### config.mk
export PLATFORM = sky130hd
export DESIGN_NAME = reset_gen_flat
export DESIGN_NICKNAME = d
export VERILOG_FILES = /design/src/rtl/reset_pkg.sv /design/src/rtl/reset_gen_if.sv /design/src/rtl/reset_gen_wdog_timer.sv /design/src/rtl/reset_gen.sv /design/src/flat_wrapper.sv
export SDC_FILE = /design/constraint.sdc
export NUM_CORES = 1
export LEC_CHECK = 0
export CORE_MARGIN = 4
export CORE_UTILIZATION = 50
export DETAILED_ROUTE_END_ITERATION = 8
export PLACE_DENSITY = 0.77
export SLEW_MARGIN = 25
export SYNTH_ARGS = -nofsm -noshare
export SYNTH_HDL_FRONTEND = slang
export SYNTH_SLANG_ARGS = --single-unit
### constraint.sdc
create_clock -name clk -period 2.15 [get_ports clk]
set_clock_uncertainty 0.05 [all_clocks]
set_input_delay 0.43 -clock clk [delete_from_list [all_inputs] [get_ports clk]]
set_output_delay 0.43 -clock clk [all_outputs]
set_load 0.01 [all_outputs]
### src/rtl/reset_pkg.sv
// Shared types and constants for the reset request generator.
// The cause encoding is what firmware reads back after a restart.
package reset_pkg;

    typedef enum logic [1:0] {
        ASSERT = 2'd0,
        COOL   = 2'd1,
        IDLE   = 2'd2
    } rst_state_t;

    localparam logic [1:0] CAUSE_POR  = 2'b00;
    localparam logic [1:0] CAUSE_SW   = 2'b01;
    localparam logic [1:0] CAUSE_WDOG = 2'b10;

    function automatic int max_int(input int a, input int b);
        return (a > b) ? a : b;
    endfunction

endpackage

### src/rtl/reset_gen_if.sv
// Request/status bundle between reset sources and the reset generator.
interface reset_gen_if;
    import reset_pkg::*;

    logic       sw_rst_req;
    logic       wdog_en;
    logic       wdog_kick;
    logic       cause_clr;
    logic       sys_rst_n;
    logic [1:0] rst_cause;
    logic       busy;

    modport master (
        output sw_rst_req, wdog_en, wdog_kick, cause_clr,
        input  sys_rst_n, rst_cause, busy
    );

    modport slave (
        input  sw_rst_req, wdog_en, wdog_kick, cause_clr,
        output sys_rst_n, rst_cause, busy
    );

endinterface

### src/rtl/reset_gen_wdog_timer.sv
// Watchdog counter: counts unkicked enabled cycles and flags the last one.
// The count never wraps; it is cleared on kick, disable, clr, or at the timeout value.
module wdog_timer
    import reset_pkg::*;
#(
    parameter int WDOG_TIMEOUT = 1_000_000
) (
    input  logic clk,
    input  logic rst_n,
    input  logic en,
    input  logic kick,
    input  logic clr,
    output logic timeout
);

    localparam int WW = $clog2(WDOG_TIMEOUT);
    localparam logic [WW-1:0] WDOG_LAST = WW'(WDOG_TIMEOUT - 1);

    logic [WW-1:0] cnt_r;
    logic [WW-1:0] cnt_nxt_s;
    logic          at_last_s;

    assign at_last_s = (cnt_r == WDOG_LAST);
    assign timeout   = at_last_s && en && !kick;

    // Next watchdog count.
    always_comb begin
        cnt_nxt_s = cnt_r;
        if (clr || kick || !en || at_last_s) begin
            cnt_nxt_s = '0;
        end else begin
            cnt_nxt_s = cnt_r + WW'(1);
        end
    end

    // Watchdog count register.
    always_ff @(posedge clk or negedge rst_n) begin
        if (!rst_n) begin
            cnt_r <= '0;
        end else begin
            cnt_r <= cnt_nxt_s;
        end
    end

endmodule

### src/rtl/reset_gen.sv
// Raw system reset generator: power-on, software and watchdog sources,
// fixed-width low pulse, cooldown window and a readable last-cause register.
module reset_gen
    import reset_pkg::*;
#(
    parameter int HOLD_CYCLES  = 16,
    parameter int COOL_CYCLES  = 8,
    parameter int WDOG_TIMEOUT = 1_000_000
) (
    input  logic        clk,
    input  logic        rst_n,
    reset_gen_if.slave  bus
);

    localparam int CW = $clog2(max_int(HOLD_CYCLES, COOL_CYCLES));
    localparam logic [CW-1:0] HOLD_LAST = CW'(HOLD_CYCLES - 1);
    localparam logic [CW-1:0] COOL_LAST = CW'(COOL_CYCLES - 1);

    rst_state_t    state_r;
    rst_state_t    state_nxt_s;
    logic [CW-1:0] hold_cnt_r;
    logic [CW-1:0] hold_cnt_nxt_s;
    logic [1:0]    cause_r;
    logic [1:0]    cause_nxt_s;
    logic          sw_prev_r;
    logic          sys_rst_n_r;
    logic          sw_trig_s;
    logic          wd_trig_s;
    logic          trig_s;
    logic          wd_timeout_s;
    logic          wd_clr_s;

    assign sw_trig_s = (state_r == IDLE) && bus.sw_rst_req && !sw_prev_r;
    assign wd_trig_s = (state_r == IDLE) && wd_timeout_s;
    assign trig_s    = sw_trig_s || wd_trig_s;
    // Holding the watchdog at zero outside IDLE makes its period start at IDLE entry.
    assign wd_clr_s  = (state_r != IDLE) || trig_s;

    wdog_timer #(
        .WDOG_TIMEOUT (WDOG_TIMEOUT)
    ) u_wdog (
        .clk     (clk),
        .rst_n   (rst_n),
        .en      (bus.wdog_en),
        .kick    (bus.wdog_kick),
        .clr     (wd_clr_s),
        .timeout (wd_timeout_s)
    );

    // Next-state, hold counter and cause selection.
    always_comb begin
        state_nxt_s    = state_r;
        hold_cnt_nxt_s = hold_cnt_r;
        cause_nxt_s    = cause_r;
        case (state_r)
            ASSERT: begin
                if (hold_cnt_r == HOLD_LAST) begin
                    state_nxt_s    = COOL;
                    hold_cnt_nxt_s = '0;
                end else begin
                    hold_cnt_nxt_s = hold_cnt_r + CW'(1);
                end
            end
            COOL: begin
                if (hold_cnt_r == COOL_LAST) begin
                    state_nxt_s    = IDLE;
                    hold_cnt_nxt_s = '0;
                end else begin
                    hold_cnt_nxt_s = hold_cnt_r + CW'(1);
                end
            end
            IDLE: begin
                hold_cnt_nxt_s = '0;
                if (trig_s) begin
                    state_nxt_s = ASSERT;
                    cause_nxt_s = (sw_trig_s ? CAUSE_SW : CAUSE_POR) |
                                  (wd_trig_s ? CAUSE_WDOG : CAUSE_POR);
                end else if (bus.cause_clr) begin
                    cause_nxt_s = CAUSE_POR;
                end else begin
                    cause_nxt_s = cause_r;
                end
            end
            default: begin
                state_nxt_s    = ASSERT;
                hold_cnt_nxt_s = '0;
            end
        endcase
    end

    // FSM state register.
    always_ff @(posedge clk or negedge rst_n) begin
        if (!rst_n) begin
            state_r <= ASSERT;
        end else begin
            state_r <= state_nxt_s;
        end
    end

    // Counter, edge detect, cause and registered reset line.
    always_ff @(posedge clk or negedge rst_n) begin
        if (!rst_n) begin
            hold_cnt_r  <= '0;
            sw_prev_r   <= 1'b1;
            cause_r     <= CAUSE_POR;
            sys_rst_n_r <= 1'b0;
        end else begin
            hold_cnt_r  <= hold_cnt_nxt_s;
            sw_prev_r   <= bus.sw_rst_req;
            cause_r     <= cause_nxt_s;
            sys_rst_n_r <= (state_nxt_s != ASSERT);
        end
    end

    assign bus.sys_rst_n = sys_rst_n_r;
    assign bus.rst_cause = cause_r;
    assign bus.busy      = (state_r != IDLE);

endmodule
### src/flat_wrapper.sv
// flat-port wrapper written by rule: the top's interface ports become plain ports
module reset_gen_flat import reset_pkg::*;
#(
    parameter int HOLD_CYCLES  = 16,
    parameter int COOL_CYCLES  = 8,
    parameter int WDOG_TIMEOUT = 1_000_000
)
  (clk, rst_n, bus_sw_rst_req, bus_wdog_en, bus_wdog_kick, bus_cause_clr, bus_sys_rst_n, bus_rst_cause, bus_busy);
  reset_gen_if bus_i ();
  input  logic clk;
  input  logic rst_n;
  input wire logic [$bits(bus_i.sw_rst_req)-1:0] bus_sw_rst_req;
  input wire logic [$bits(bus_i.wdog_en)-1:0] bus_wdog_en;
  input wire logic [$bits(bus_i.wdog_kick)-1:0] bus_wdog_kick;
  input wire logic [$bits(bus_i.cause_clr)-1:0] bus_cause_clr;
  output wire logic [$bits(bus_i.sys_rst_n)-1:0] bus_sys_rst_n;
  output wire logic [$bits(bus_i.rst_cause)-1:0] bus_rst_cause;
  output wire logic [$bits(bus_i.busy)-1:0] bus_busy;
  assign bus_i.sw_rst_req = bus_sw_rst_req;
  assign bus_i.wdog_en = bus_wdog_en;
  assign bus_i.wdog_kick = bus_wdog_kick;
  assign bus_i.cause_clr = bus_cause_clr;
  assign bus_sys_rst_n = bus_i.sys_rst_n;
  assign bus_rst_cause = bus_i.rst_cause;
  assign bus_busy = bus_i.busy;
  reset_gen #(.HOLD_CYCLES(HOLD_CYCLES), .COOL_CYCLES(COOL_CYCLES), .WDOG_TIMEOUT(WDOG_TIMEOUT)) u_core (.clk(clk), .rst_n(rst_n), .bus(bus_i));
endmodule
Fig. 1: selected gate families
Drawn at 8 px/um.
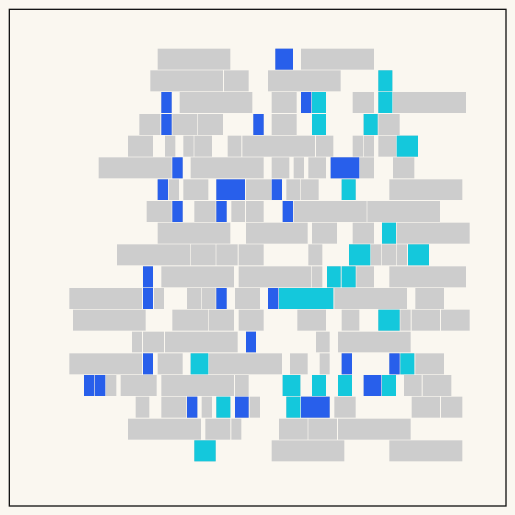
Blue marks nor cells, cells 27, most used nor2_1. Cyan marks aoi and oai cells, cells 23, most used a21oi_1.

Fig. 2: sequential cells coloured by netlist name
Drawn at 6 px/um. Other sequential cells in the stronger grey, the rest of the logic in the fainter grey.
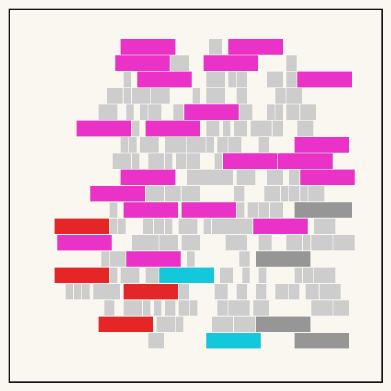
Magenta marks `u_core.u_wdog.cnt_r`, flops 20. Cyan marks `u_core.state_r`, flops 2. Red marks `u_core.hold_cnt_r`, flops 4, where south-west.

-- layer usage --
| layer | GRT usage, % | share of wire, % | vias up |
|---|---|---|---|
| met5 | 0 | 0 | - |
| met4 | 8.18 | 2.0 | 0 |
| met3 | 6.20 | 4.8 | 7 |
| met2 | 28.0 | 48 | 16 |
| met1 | 21.2 | 45 | 517 |
| li1 | - | - | 537 |
-- final timing paths --
path                                         from                 endpoint  slack [ps]
setup / recovery                u_core.state_r[0]                 bus_busy          80
hold / removal                              rst_n  u_core.bus.rst_cause[0]         420
setup reg to reg           u_core.u_wdog.cnt_r[0]  u_core.u_wdog.cnt_r[18]         360
hold reg to reg              u_core.hold_cnt_r[0]     u_core.hold_cnt_r[0]         420
max in group asynchronous                   rst_n         u_core.sw_prev_r        1320
min in group clk             u_core.hold_cnt_r[0]     u_core.hold_cnt_r[0]         420
-- registers in the layout, indices dropped and copies added, names as in the netlist --
register / count
u_core.bus.rst_cause: 2
u_core.bus.sys_rst_n: 1
u_core.hold_cnt_r: 4
u_core.state_r: 2
u_core.sw_prev_r: 1
u_core.u_wdog.cnt_r: 20
-- stage by stage --
step                total power, mW  hold WS, ps  utilization [%]  std cells  instance area [um^2]
floorplan                     0.852         84.4                -        144                  1450
global placement              0.921          396             56.6        182                  1560
detailed placement            0.940          406             56.6        182                  1560
CTS                            1.27          417             58.4        190                  1610
global route                   1.34          434             58.7        190                  1620
finish                         1.25          415             58.7        190                  1620
-- layout make-up --
| type | count | area (um^2) |
|---|---|---|
| Inverter | 4 | 15.0 |
| Sequential cell | 30 | 752 |
| Fill cell | 243 | 1140 |
| Timing Repair Buffer | 10 | 97.6 |
| Tap cell | 31 | 38.8 |
| Multi-Input combinational cell | 107 | 666 |
| Clock buffer | 8 | 48.8 |
-- cell families (layout without fill, tap and decap cells) --
logic type / count (synthesis) / after routing / synth area share (%)
compound gates: 23 / 23 / 9.39
fa+ha+maj: 2 / 2 / 1.72
xor+xnor: 15 / 15 / 9.04
flops: 30 / 30 / 51.8
simple gates: 67 / 67 / 25.2
buf+inv: 7 / 22 / 2.93
-- power groups by stage --
stage | Clock (mW) | Sequential, mW | Combinational, mW
floorplan | 0 | 0.696 | 0.156
global placement | 0 | 0.697 | 0.224
detailed placement | 0 | 0.704 | 0.235
CTS | 0.333 | 0.694 | 0.239
global route | 0.362 | 0.704 | 0.275
finish | 0.323 | 0.695 | 0.236
-- cells in the final DEF (no fill, tap or decap), drive strengths merged --
cell type	n
a21oi	8
a31oi	1
and2	1
and3	2
and4	3
buf	1
clkbuf	8
clkdlybuf4s50	9
dfrtp	29
dfstp	1
ha	2
inv	4
nand2	10
nand2b	2
nand3	11
nand4	4
nor2	21
nor2b	1
nor3	1
nor4	1
nor4bb	3
o21ai	7
o21bai	2
o22ai	1
o31ai	4
or2b	1
or3	3
or4	3
xnor2	4
xor2	11
==> impl_metrics.ini <==
; synthesis and place-and-route metrics
[outcome]
outcome = finished clean

[synth]
synth.ff_latch_count = 30
yosys-top-cells-count = dfrtp_1, nor2_1, nand3_1, xor2_1, nand2_1
netlist_top_cells_area = dfrtp_1, xor2_1, nor2_1
synthesis.nets = 152
top_cell = dfrtp_1
async_flop_share_pct = 100
yosys-stat-area_um2 = 1450
enable_flop_cells = 0
netlist_instances = 144
synth_area_um2 = 1450
ys_seq_share_pct = 51.8
syn-mean-instance-area_um2 = 10.1
ys_warns = 0
synthDistinctLibCells = 31
flop_cell = dfrtp_1

[route]
drt-wirelength-per-cell_um = 14.3
detail_route.vias_per_cell = 5.67
routed_wl_um = 2730
initialDrtViolationCount = 80
dr_total_vias = 1077

[power]
power.switching_mw = 0.375
power.sequential.fraction_pct = 55.4
comb_power_share_pct = 18.8
power.density_cell_area_nw_per_um2 = 775
p_int_mw = 0.879
max-vdd-ir-drop_uv = 636
power.share.clock_pct = 25.7

[worst_hold_path]
min_path_type = in2async

[global_routing]
maximum_number_of_pins_on_one_net_before_global_route_repair = 31
grt_first_pass_wirelength_um = 4800
first_global_vias = 1079
initial_antenna_violation_count = 0
grt_usage_pct = 17.5
global_route.overflow_total = 0

[final_timing]
relSlewSlack_pct = 70.2
fin_setup_tns_ps = 0
hold_viol = 0
post-route-period-util_pct = 96.4
period_minus_slack_ps = 2070
grt_setup_unrepaired = false
worst_pin_slew_ps = 445
fmaxAchievable_mhz = 482
timing.final.setup_violations = 0
finalMaxSlewViolations = 0

[floorplan]
dieHeight_um = 61.9
floorplan.core_util_pct = 52.7
chip_area_um2 = 3830
die.size.x_um = 61.9
row_count = 19

[setup_path]
worst-path-max-fanout = 6
cp_num_buf_inv = 1
depth_of_the_most_critical_reg_to_reg_path = 5
critical_path_class = reg2out
worst-endpoint-required_ps = 1670
critPathLaunchType = register
critical_path_depth = 2
critical_path_arrival_ps = 1590
library_cell_contributing_the_largest_single_delay_on_the_critical_path = clkdlybuf4s50_1
critical-path-top-delay-family = buffers and inverters
critical_path.cell_chain = nand2b_1 > clkdlybuf4s50_1

[cts]
total_clock_buffers_created_by_cts = 5
clock_latency_ps = 340
post_cts.resized_instances = 0
cts_root_buffer = clkbuf_4
postCtsSetupBuffers = 0
path_clk_slew_ps = 90
cts_hold_buffers = 0
cts_tree = done
clock_tree.buffer_depth = 2

[placement]
final_wtd_congestion = 0.736
buffer_ports.inserted = 9
detailed_place_hpwl_um = 1890

[run]
max-cap-violations = 0

[cells_and_area]
numnets_final = 166
num_antenna_cells = 0
area.growth.synth_to_final_pct = 11.4
No activity file was given, so power comes from the tool's default toggle rates.
